Fig. 1: run 1, clock wiring as the flow saved it
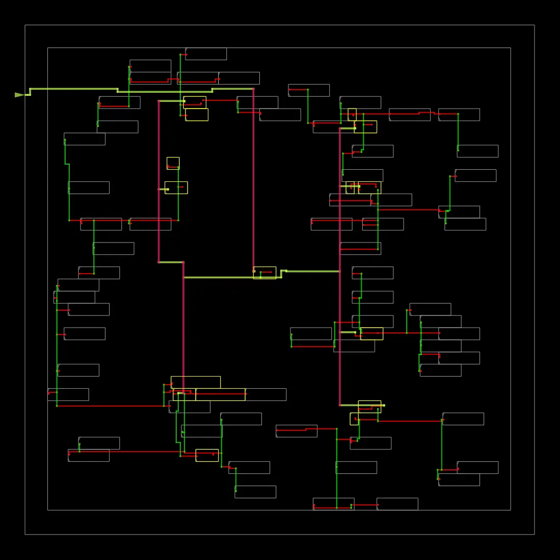
Fig. 2: run 1, metal layers overlaid
Scale: 2 px per um.
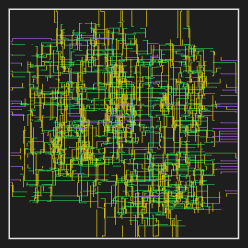
Fig. 3: run 1, gate families picked out
Scale: 2 px per um.
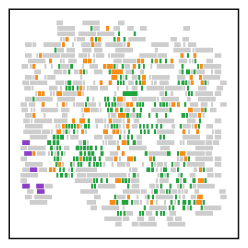
File: config.mk
export PLATFORM = sky130hd
export DESIGN_NAME = approx_adder_pipe_et_flat
export DESIGN_NICKNAME = d
export VERILOG_FILES = /design/src/rtl/approx_adder_pipe_et_pkg.sv /design/src/rtl/approx_adder_pipe_et_if.sv /design/src/rtl/approx_adder_pipe_et_core.sv /design/src/rtl/approx_adder_pipe_et.sv /design/src/flat_wrapper.sv
export SDC_FILE = /design/constraint.sdc
export NUM_CORES = 1
export LEC_CHECK = 0
export ABC_AREA = 1
export CORE_MARGIN = 5
export CORE_UTILIZATION = 44
export CTS_CLUSTER_SIZE = 12
export DETAILED_ROUTE_END_ITERATION = 7
export PLACE_DENSITY = 0.66
export SLEW_MARGIN = 20
export SYNTH_ARGS = -nofsm -noshare
export SYNTH_HDL_FRONTEND = slang
export SYNTH_SLANG_ARGS = --single-unit
export TNS_END_PERCENT = 50
File: constraint.sdc
create_clock -name clk -period 4.3 [get_ports clk]
set_clock_uncertainty 0.05 [all_clocks]
set_input_delay 0.86 -clock clk [delete_from_list [all_inputs] [get_ports clk]]
set_output_delay 0.86 -clock clk [all_outputs]
set_load 0.05 [all_outputs]
File: src/rtl/approx_adder_pipe_et_pkg.sv
// Shared definitions for the pipelined approximate adder.
//   mode_t   : per-beat arithmetic mode carried alongside the operands
//   ABS_W    : working width of abs_diff (operands are zero-extended to it)
//   abs_diff : |x - y| for unsigned operands
package approx_adder_pkg;

  typedef enum logic [1:0] {
    MODE_EXACT = 2'd0,
    MODE_LOA   = 2'd1,  // lower-part OR adder
    MODE_TRUNC = 2'd2,  // low bits forced to zero, no carry-in
    MODE_RSVD  = 2'd3   // behaves as exact
  } mode_t;

  localparam int ABS_W = 64;

  function automatic logic [ABS_W-1:0] abs_diff(input logic [ABS_W-1:0] x,
                                                input logic [ABS_W-1:0] y);
    return (x >= y) ? (x - y) : (y - x);
  endfunction

endpackage

File: src/rtl/approx_adder_pipe_et_if.sv
// Operand/result stream bundle for approx_adder_pipe_et.
//   in_valid/in_ready/in_a/in_b/in_mode : operand beat (producer -> adder)
//   out_valid/out_ready/out_sum/out_err : result beat (adder -> consumer)
// modport master : producer/consumer side (drives operands and out_ready)
// modport slave  : the adder itself
interface approx_adder_pipe_et_if #(
  parameter int WIDTH = 8
);
  import approx_adder_pkg::*;

  logic             in_valid;
  logic             in_ready;
  logic [WIDTH-1:0] in_a;
  logic [WIDTH-1:0] in_b;
  mode_t            in_mode;
  logic             out_valid;
  logic             out_ready;
  logic [WIDTH:0]   out_sum;
  logic [WIDTH:0]   out_err;

  modport master (
    output in_valid, in_a, in_b, in_mode, out_ready,
    input  in_ready, out_valid, out_sum, out_err
  );

  modport slave (
    input  in_valid, in_a, in_b, in_mode, out_ready,
    output in_ready, out_valid, out_sum, out_err
  );
endinterface

File: src/rtl/approx_adder_pipe_et_core.sv
// Combinational approximate/exact adder.
//   a, b   : unsigned operands (WIDTH bits)
//   mode   : exact / LOA / truncate / reserved(=exact)
//   approx : result for the selected mode (WIDTH+1 bits)
//   exact  : true sum a+b (WIDTH+1 bits)
module approx_add_core
  import approx_adder_pkg::*;
#(
  parameter int WIDTH = 8,
  parameter int LSBS  = 3
) (
  input  logic [WIDTH-1:0] a,
  input  logic [WIDTH-1:0] b,
  input  mode_t            mode,
  output logic [WIDTH:0]   approx,
  output logic [WIDTH:0]   exact
);

  assign exact = {1'b0, a} + {1'b0, b};

  if (LSBS == 0) begin : g_no_approx
    // Nothing to approximate: every mode is exact.
    assign approx = exact;
  end else begin : g_approx
    localparam int UW = WIDTH - LSBS;  // width of the exact upper part

    logic [LSBS-1:0] lo_or;
    logic            carry_est;
    logic [UW:0]     up_loa;
    logic [UW:0]     up_trunc;

    assign lo_or     = a[LSBS-1:0] | b[LSBS-1:0];
    // LOA guesses the carry out of the lower part from its top bit pair.
    assign carry_est = a[LSBS-1] & b[LSBS-1];

    if (UW == 0) begin : g_all_low
      // Every bit is approximated; only the estimated carry reaches the MSB.
      assign up_loa   = carry_est;
      assign up_trunc = '0;
    end else begin : g_split
      assign up_loa   = {1'b0, a[WIDTH-1:LSBS]} + {1'b0, b[WIDTH-1:LSBS]}
                      + {{UW{1'b0}}, carry_est};
      assign up_trunc = {1'b0, a[WIDTH-1:LSBS]} + {1'b0, b[WIDTH-1:LSBS]};
    end

    always_comb begin
      approx = exact;
      case (mode)
        MODE_LOA:   approx = {up_loa, lo_or};
        MODE_TRUNC: approx = {up_trunc, {LSBS{1'b0}}};
        default:    approx = exact;
      endcase
    end
  end

endmodule

File: src/rtl/approx_adder_pipe_et.sv
// Two-stage pipelined approximate adder with error-threshold monitor.
//   clk, rst  : clock, asynchronous active-high reset
//   bus       : operand/result streams (slave modport)
//   stat_clr  : synchronous clear of err_max / viol_cnt / et_viol
//   err_max   : largest out_err transferred since reset/clear
//   viol_cnt  : saturating count of transferred results with out_err > ET
//   et_viol   : sticky flag, any violation since reset/clear
// S1 registers the operands and mode; the core sits between S1 and S2, so
// S2 holds the finished sum and its error against the exact result.
module approx_adder_pipe_et
  import approx_adder_pkg::*;
#(
  parameter int WIDTH = 8,
  parameter int LSBS  = 3,
  parameter int ET    = 4,
  parameter int CNT_W = 16
) (
  input  logic                   clk,
  input  logic                   rst,
  approx_adder_pipe_et_if.slave  bus,
  input  logic                   stat_clr,
  output logic [WIDTH:0]         err_max,
  output logic [CNT_W-1:0]       viol_cnt,
  output logic                   et_viol
);

  if (WIDTH < 2 || LSBS < 0 || LSBS > WIDTH || CNT_W < 1 || ET < 0 ||
      WIDTH + 1 > ABS_W) begin : g_param_err
    $error("approx_adder_pipe_et: illegal parameter combination");
  end

  localparam logic [ABS_W-1:0] ET_W = ABS_W'(ET);

  logic             s1_v_q, s1_v_d;
  logic [WIDTH-1:0] s1_a_q, s1_a_d, s1_b_q, s1_b_d;
  mode_t            s1_mode_q, s1_mode_d;
  logic             s2_v_q, s2_v_d;
  logic [WIDTH:0]   s2_sum_q, s2_sum_d, s2_err_q, s2_err_d;
  logic [WIDTH:0]   err_max_q, err_max_d;
  logic [CNT_W-1:0] viol_cnt_q, viol_cnt_d;
  logic             et_viol_q, et_viol_d;

  logic             s2_adv;
  logic             in_ready_w;
  logic             out_xfer;
  logic [WIDTH:0]   approx_w, exact_w, err_w;

  approx_add_core #(.WIDTH(WIDTH), .LSBS(LSBS)) u_core (
    .a      (s1_a_q),
    .b      (s1_b_q),
    .mode   (s1_mode_q),
    .approx (approx_w),
    .exact  (exact_w)
  );

  assign err_w = (WIDTH+1)'(abs_diff(ABS_W'(exact_w), ABS_W'(approx_w)));

  // S2 may take a new beat when empty or when its current beat leaves;
  // S1 may take one when empty or when its beat moves on into S2.
  assign s2_adv     = !s2_v_q || bus.out_ready;
  assign in_ready_w = !s1_v_q || s2_adv;
  assign out_xfer   = s2_v_q && bus.out_ready;

  always_comb begin
    s1_v_d     = s1_v_q;
    s1_a_d     = s1_a_q;
    s1_b_d     = s1_b_q;
    s1_mode_d  = s1_mode_q;
    s2_v_d     = s2_v_q;
    s2_sum_d   = s2_sum_q;
    s2_err_d   = s2_err_q;
    err_max_d  = err_max_q;
    viol_cnt_d = viol_cnt_q;
    et_viol_d  = et_viol_q;

    if (in_ready_w) begin
      s1_v_d = bus.in_valid;
      if (bus.in_valid) begin
        s1_a_d    = bus.in_a;
        s1_b_d    = bus.in_b;
        s1_mode_d = bus.in_mode;
      end
    end

    if (s2_adv) begin
      s2_v_d = s1_v_q;
      if (s1_v_q) begin
        s2_sum_d = approx_w;
        s2_err_d = err_w;
      end
    end

    // Clear wins over a simultaneous transfer, which is then not recorded.
    if (stat_clr) begin
      err_max_d  = '0;
      viol_cnt_d = '0;
      et_viol_d  = 1'b0;
    end else if (out_xfer) begin
      if (s2_err_q > err_max_q) err_max_d = s2_err_q;
      if (ABS_W'(s2_err_q) > ET_W) begin
        et_viol_d = 1'b1;
        if (viol_cnt_q != '1) viol_cnt_d = viol_cnt_q + CNT_W'(1);
      end
    end
  end

  always_ff @(posedge clk or posedge rst) begin
    if (rst) begin
      s1_v_q     <= 1'b0;
      s1_a_q     <= '0;
      s1_b_q     <= '0;
      s1_mode_q  <= MODE_EXACT;
      s2_v_q     <= 1'b0;
      s2_sum_q   <= '0;
      s2_err_q   <= '0;
      err_max_q  <= '0;
      viol_cnt_q <= '0;
      et_viol_q  <= 1'b0;
    end else begin
      s1_v_q     <= s1_v_d;
      s1_a_q     <= s1_a_d;
      s1_b_q     <= s1_b_d;
      s1_mode_q  <= s1_mode_d;
      s2_v_q     <= s2_v_d;
      s2_sum_q   <= s2_sum_d;
      s2_err_q   <= s2_err_d;
      err_max_q  <= err_max_d;
      viol_cnt_q <= viol_cnt_d;
      et_viol_q  <= et_viol_d;
    end
  end

  assign bus.in_ready  = in_ready_w;
  assign bus.out_valid = s2_v_q;
  assign bus.out_sum   = s2_sum_q;
  assign bus.out_err   = s2_err_q;
  assign err_max       = err_max_q;
  assign viol_cnt      = viol_cnt_q;
  assign et_viol       = et_viol_q;

endmodule

File: src/flat_wrapper.sv
// flat-port wrapper written by rule: the top's interface ports become plain ports
module approx_adder_pipe_et_flat import approx_adder_pkg::*;
#(
  parameter int WIDTH = 8,
  parameter int LSBS  = 3,
  parameter int ET    = 4,
  parameter int CNT_W = 16
)
  (clk, rst, stat_clr, err_max, viol_cnt, et_viol, bus_in_valid, bus_in_a, bus_in_b, bus_in_mode, bus_out_ready, bus_in_ready, bus_out_valid, bus_out_sum, bus_out_err);
  approx_adder_pipe_et_if #(.WIDTH(WIDTH)) bus_i ();
  input  logic clk;
  input  logic rst;
  input  logic stat_clr;
  output logic [WIDTH:0] err_max;
  output logic [CNT_W-1:0] viol_cnt;
  output logic et_viol;
  input wire logic [$bits(bus_i.in_valid)-1:0] bus_in_valid;
  input wire logic [$bits(bus_i.in_a)-1:0] bus_in_a;
  input wire logic [$bits(bus_i.in_b)-1:0] bus_in_b;
  input wire logic [$bits(bus_i.in_mode)-1:0] bus_in_mode;
  input wire logic [$bits(bus_i.out_ready)-1:0] bus_out_ready;
  output wire logic [$bits(bus_i.in_ready)-1:0] bus_in_ready;
  output wire logic [$bits(bus_i.out_valid)-1:0] bus_out_valid;
  output wire logic [$bits(bus_i.out_sum)-1:0] bus_out_sum;
  output wire logic [$bits(bus_i.out_err)-1:0] bus_out_err;
  assign bus_i.in_valid = bus_in_valid;
  assign bus_i.in_a = bus_in_a;
  assign bus_i.in_b = bus_in_b;
  assign bus_i.in_mode = bus_in_mode;
  assign bus_i.out_ready = bus_out_ready;
  assign bus_in_ready = bus_i.in_ready;
  assign bus_out_valid = bus_i.out_valid;
  assign bus_out_sum = bus_i.out_sum;
  assign bus_out_err = bus_i.out_err;
  approx_adder_pipe_et #(.WIDTH(WIDTH), .LSBS(LSBS), .ET(ET), .CNT_W(CNT_W)) u_core (.clk(clk), .rst(rst), .bus(bus_i), .stat_clr(stat_clr), .err_max(err_max), .viol_cnt(viol_cnt), .et_viol(et_viol));
endmodule
==> impl_metrics.yaml, run 1 <==
# yosys + openroad results
outcome:
  status: "completed"
final_timing:
  rsz0062_at_grt: "no"
  relSlewSlack_pct: 36.7
  min_period_ns: 3.48
  setup-tns-final_ns: 0
  slew_viol_final: 0
  timing.final.ws_setup_ns: 0.816
final_layout:
  inv_count: 87
  ff_count: 64
  antennaDiodeCount: 0
  dominant_cells: "logic gates"
  buffer_area_share_pct: 12.1
  comb_area_um2: 2720
  largest_register_ffs: 16
  sh_seq_area_pct: 27.9
  stdcell_area_um2: 5750
synthesis:
  synth.distinct_cells: 46
  synthTopLogicFamily: "simple AND/OR/NAND/NOR gates"
  synth_sequential_area_ratio_pct: 33.7
  ys_warn_count: 0
  ys_chip_area_um2: 4750
  ys.flop_type: "dfrtp_1"
  synth_simple_gate_area_share_pct: 26.7
  syn-cell-area_um2: 4750
  ys_sh_aoi_pct: 11.2
  synthTopCellsByArea: "dfrtp_1 34%, nand2_1 14%, ha_1 11%"
  synth-edff-count: 0
  xor_share_pct: 4.79
  synth_top_area_share_pct: 33.7
setup_path:
  critPathMaxFanout: 10
  crit_path_end_kind: "register"
  max_stage_delay_ns: 0.42
  crit_buf_inv: 4
  worstSetupStartpointType: "register"
  critPathSlowestCell: "fa_1"
  reg2reg_slack_ns: 0.82
  reg2reg_to: "u_core.bus.out_err[8]"
  crit_required_ns: 4.50
  cp.depth: 22
  cp_data_arrival_time_ns: 3.68
  criticalPathCategory: "register to register"
power_and_ir_drop:
  power_density_nw_per_um2: 705
  p_int_mw: 2.01
  power_frac_seq_pct: 21.2
  combPwrFrac_pct: 64.4
  power_sequential_mw: 0.861
  switching_share_pct: 50.4
  vdd_drop_max_mv: 0.278
  powerClk_mw: 0.585
  pwr-share-clk_pct: 14.4
drt:
  ant_nets: 0
  wl_met1_um: 4790
  drtPass1Iterations: 4
  wl_met3_um: 481
  routed_wirelength_um: 10300
  met2_length_um: 4810
global_routing:
  met2_usage_pct: 28.6
  grt_max_degree: 55
  grt_pass1_vias: 4034
  grtUsageTotal_pct: 16.9
  grt_use_met3_pct: 2.86
  busiest_layer: "met2"
die:
  fp_util_pct: 44.4
  die_height_um: 114
  fp-row-count: 38
  n_tap_cell: 140
place:
  post-place-ws_ns: 0.869
  hpwlAfterDp_um: 8110
  dpl_cell_area_um2: 5530
clocking:
  clk_pin_slew_ns: 0.07
  h-tree-depth: 3
  postCtsSetupBuffers: 0
  clock.latency.late_pin_ns: 0.36
  post_cts_resized: 0
  tritoncts: "done"
hold_path:
  holdPathStages: 2
## Picture notes: Fig. 1
Sinks on Clock Net: 64
CTS buffer count: 9
CLK BUF: 10

## Picture notes: Fig. 2
M2 -> yellow  # wire length 4810 um
M1 -> green  # wire length 4790 um
M4 -> cyan  # wire length 190 um
M3 -> purple  # wire length 481 um

## Picture notes: Fig. 3
nand cells -> green  # cells 231
mux cells -> purple  # cells 6, where lower left
aoi and oai cells -> orange  # cells 90
most instantiated logic cell after routing: nand2_1
Final Non-Filler Cells: 844
multi-input gate share of total cell area: 47.4%

==> inputs of run 2 (changes only) <==
Clock period 4.3 ns to 3.6 ns, I/O delays scaled along.
==> impl_metrics.yaml, run 2 <==
# yosys + openroad results
drt:
  met2_length_um: 5210
  ant_nets: 0
  wl_met3_um: 519
  drtPass1Iterations: 4
final_layout:
  comb_area_share_pct: 47.9
  largest_register_ffs: 16
  antennaDiodeCount: 0
  final_cells: 849
  dominant_cells: "logic gates"
  inv_count: 87
synthesis:
  ys_chip_area_um2: 4750
  synth_sequential_area_ratio_pct: 33.7
  synthTopCellsByArea: "dfrtp_1 34%, nand2_1 14%, ha_1 11%"
  ys_sh_aoi_pct: 11.2
  syn-cell-area_um2: 4750
  synth.distinct_cells: 46
  ys_warn_count: 0
clocking:
  clock.latency.late_pin_ns: 0.35
  post_cts_resized: 0
  cts_made_buffers: 9
  tritoncts: "done"
  h-tree-depth: 3
  clk_pin_slew_ns: 0.07
setup_path:
  worstSetupStartpointType: "register"
  reg2reg_slack_ns: 0.31
  reg2reg_to: "u_core.bus.out_err[1]"
  crit_required_ns: 3.78
  critPathMaxFanout: 5
  criticalPathCategory: "register to register"
  cp.depth: 20
  crit_buf_inv: 3
  max_stage_delay_ns: 0.41
die:
  fp-row-count: 38
  fp_util_pct: 44.4
  n_tap_cell: 140
global_routing:
  met2_usage_pct: 29.8
  grtUsageTotal_pct: 17.0
  grt_max_degree: 38
power_and_ir_drop:
  power_sequential_mw: 1.03
  switching_share_pct: 50.8
  powerClk_mw: 0.620
  pwr-share-clk_pct: 12.6
  vdd_drop_max_mv: 0.354
  power_density_nw_per_um2: 846
place:
  hpwlAfterDp_um: 8550
  dpl_cell_area_um2: 5540
  post-place-ws_ns: 0.235
outcome:
  status: "completed"
hold_path:
  holdPathStages: 2
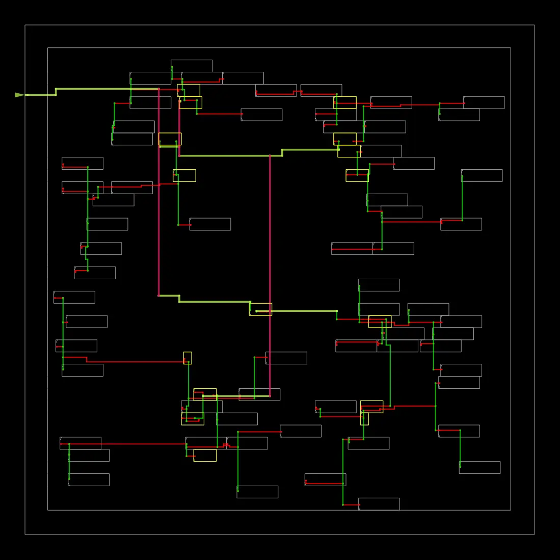
Fig. 4. Clock wiring as the flow saved it (run 2).
Seq cells: 64
CLK BUF: 14

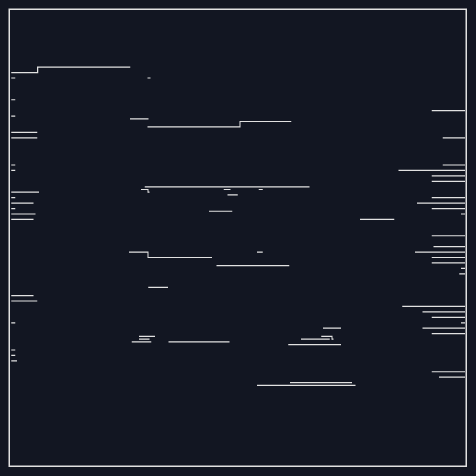
Fig. 5. M3 wires (run 2).
Scale: 4 px per um.
nets with wire on the layer = 63
longest straight run = 40.9 um
main direction = horizontal
drt total wl: 10600 um
via count: 4189
GR Util met3: 3.98%

==> inputs of run 3 (changes only) <==
Settings changed: CORE_ASPECT_RATIO from default to 1.4.
Clock period 3.6 ns to 4.2 ns, I/O delays scaled along.
==> impl_metrics.yaml, run 3 <==
# yosys + openroad results
setup_path:
  criticalPathCategory: "register to register"
  crit_buf_inv: 4
  crit_path_end_kind: "register"
  max_stage_delay_ns: 0.43
  reg2reg_slack_ns: 0.79
  crit_required_ns: 4.37
  cp-startpoint: "u_core.s1_b_q[3]"
  cp_data_arrival_time_ns: 3.58
  reg2reg_to: "u_core.bus.out_err[6]"
  critPathMaxFanout: 10
  cp.depth: 20
  worstSetupStartpointType: "register"
die:
  fp-row-count: 45
  ios: 69
  coreArea_um2: 10700
  fp_util_pct: 44.4
  n_tap_cell: 141
power_and_ir_drop:
  comb_power_mw: 2.73
  vdd_drop_max_mv: 0.355
  pwr-share-clk_pct: 16.7
  power.total_mw: 4.34
  power_density_nw_per_um2: 746
  switching_share_pct: 50.0
  power_sequential_mw: 0.889
  p_sw_mw: 2.17
  powerClk_mw: 0.724
  largestPowerGroup: "combinational logic"
final_layout:
  final_cells: 845
  area_delta_synth_final_pct: 22.6
  sh_seq_area_pct: 27.5
  inv_count: 87
  nFillCells: 1042
  comb_area_share_pct: 46.8
  stdcell_area_um2: 5820
  antennaDiodeCount: 0
  largest_register_ffs: 16
  clkbuf_count: 9
  ff_count: 64
  dominant_cells: "logic gates"
hold_path:
  holdPathStages: 2
final_timing:
  tightest_slew_ns: 0.947
  fmax_mhz: 293
place:
  post-place-ws_ns: 0.786
  gp_congestion: 0.945
  hpwlAfterDp_um: 8780
  dpl_cell_area_um2: 5530
clocking:
  post_cts_resized: 0
  postCtsSetupBuffers: 0
  tritoncts: "done"
  clock.latency.late_pin_ns: 0.34
  clk_pin_slew_ns: 0.05
  cts_made_buffers: 9
  h-tree-depth: 3
synthesis:
  ys_sh_aoi_pct: 11.2
  synthTopCellsByArea: "dfrtp_1 34%, nand2_1 14%, ha_1 11%"
  synth-edff-count: 0
  ys_warn_count: 0
  ys_chip_area_um2: 4750
  syn-num-nets: 703
  synth_sequential_area_ratio_pct: 33.7
  synth.distinct_cells: 46
  syn-cell-area_um2: 4750
outcome:
  status: "completed"
drt:
  drtPass1Iterations: 4
  ant_nets: 0
  met2_length_um: 5740
  wl_met3_um: 438
  drtIter0Drc: 181
  routed_wirelength_um: 11000
  vias: 4217
global_routing:
  met2_usage_pct: 32.3
  grt_antenna_before_repair: 0
  grtUsageTotal_pct: 17.5
  grt_use_met3_pct: 2.58
  grt_max_degree: 41
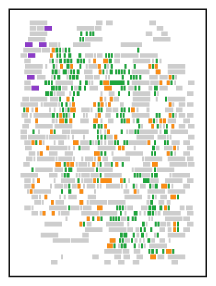
Fig. 6. Gate families picked out (run 3).
Scale: 2 px per um.
mux cells -> purple  # cells 6, where upper left
nand cells -> green  # cells 231
aoi and oai cells -> orange  # cells 90

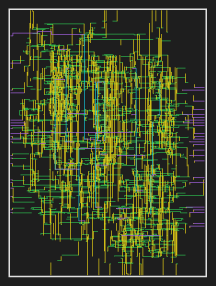
Fig. 7. Metal layers overlaid (run 3).
Scale: 2 px per um.
M2 -> yellow  # wire length 5740 um
M1 -> green  # wire length 4420 um
M3 -> purple  # wire length 439 um
M4 -> cyan  # wire length 409 um

No activity file was given, so power comes from the tool's default toggle rates.
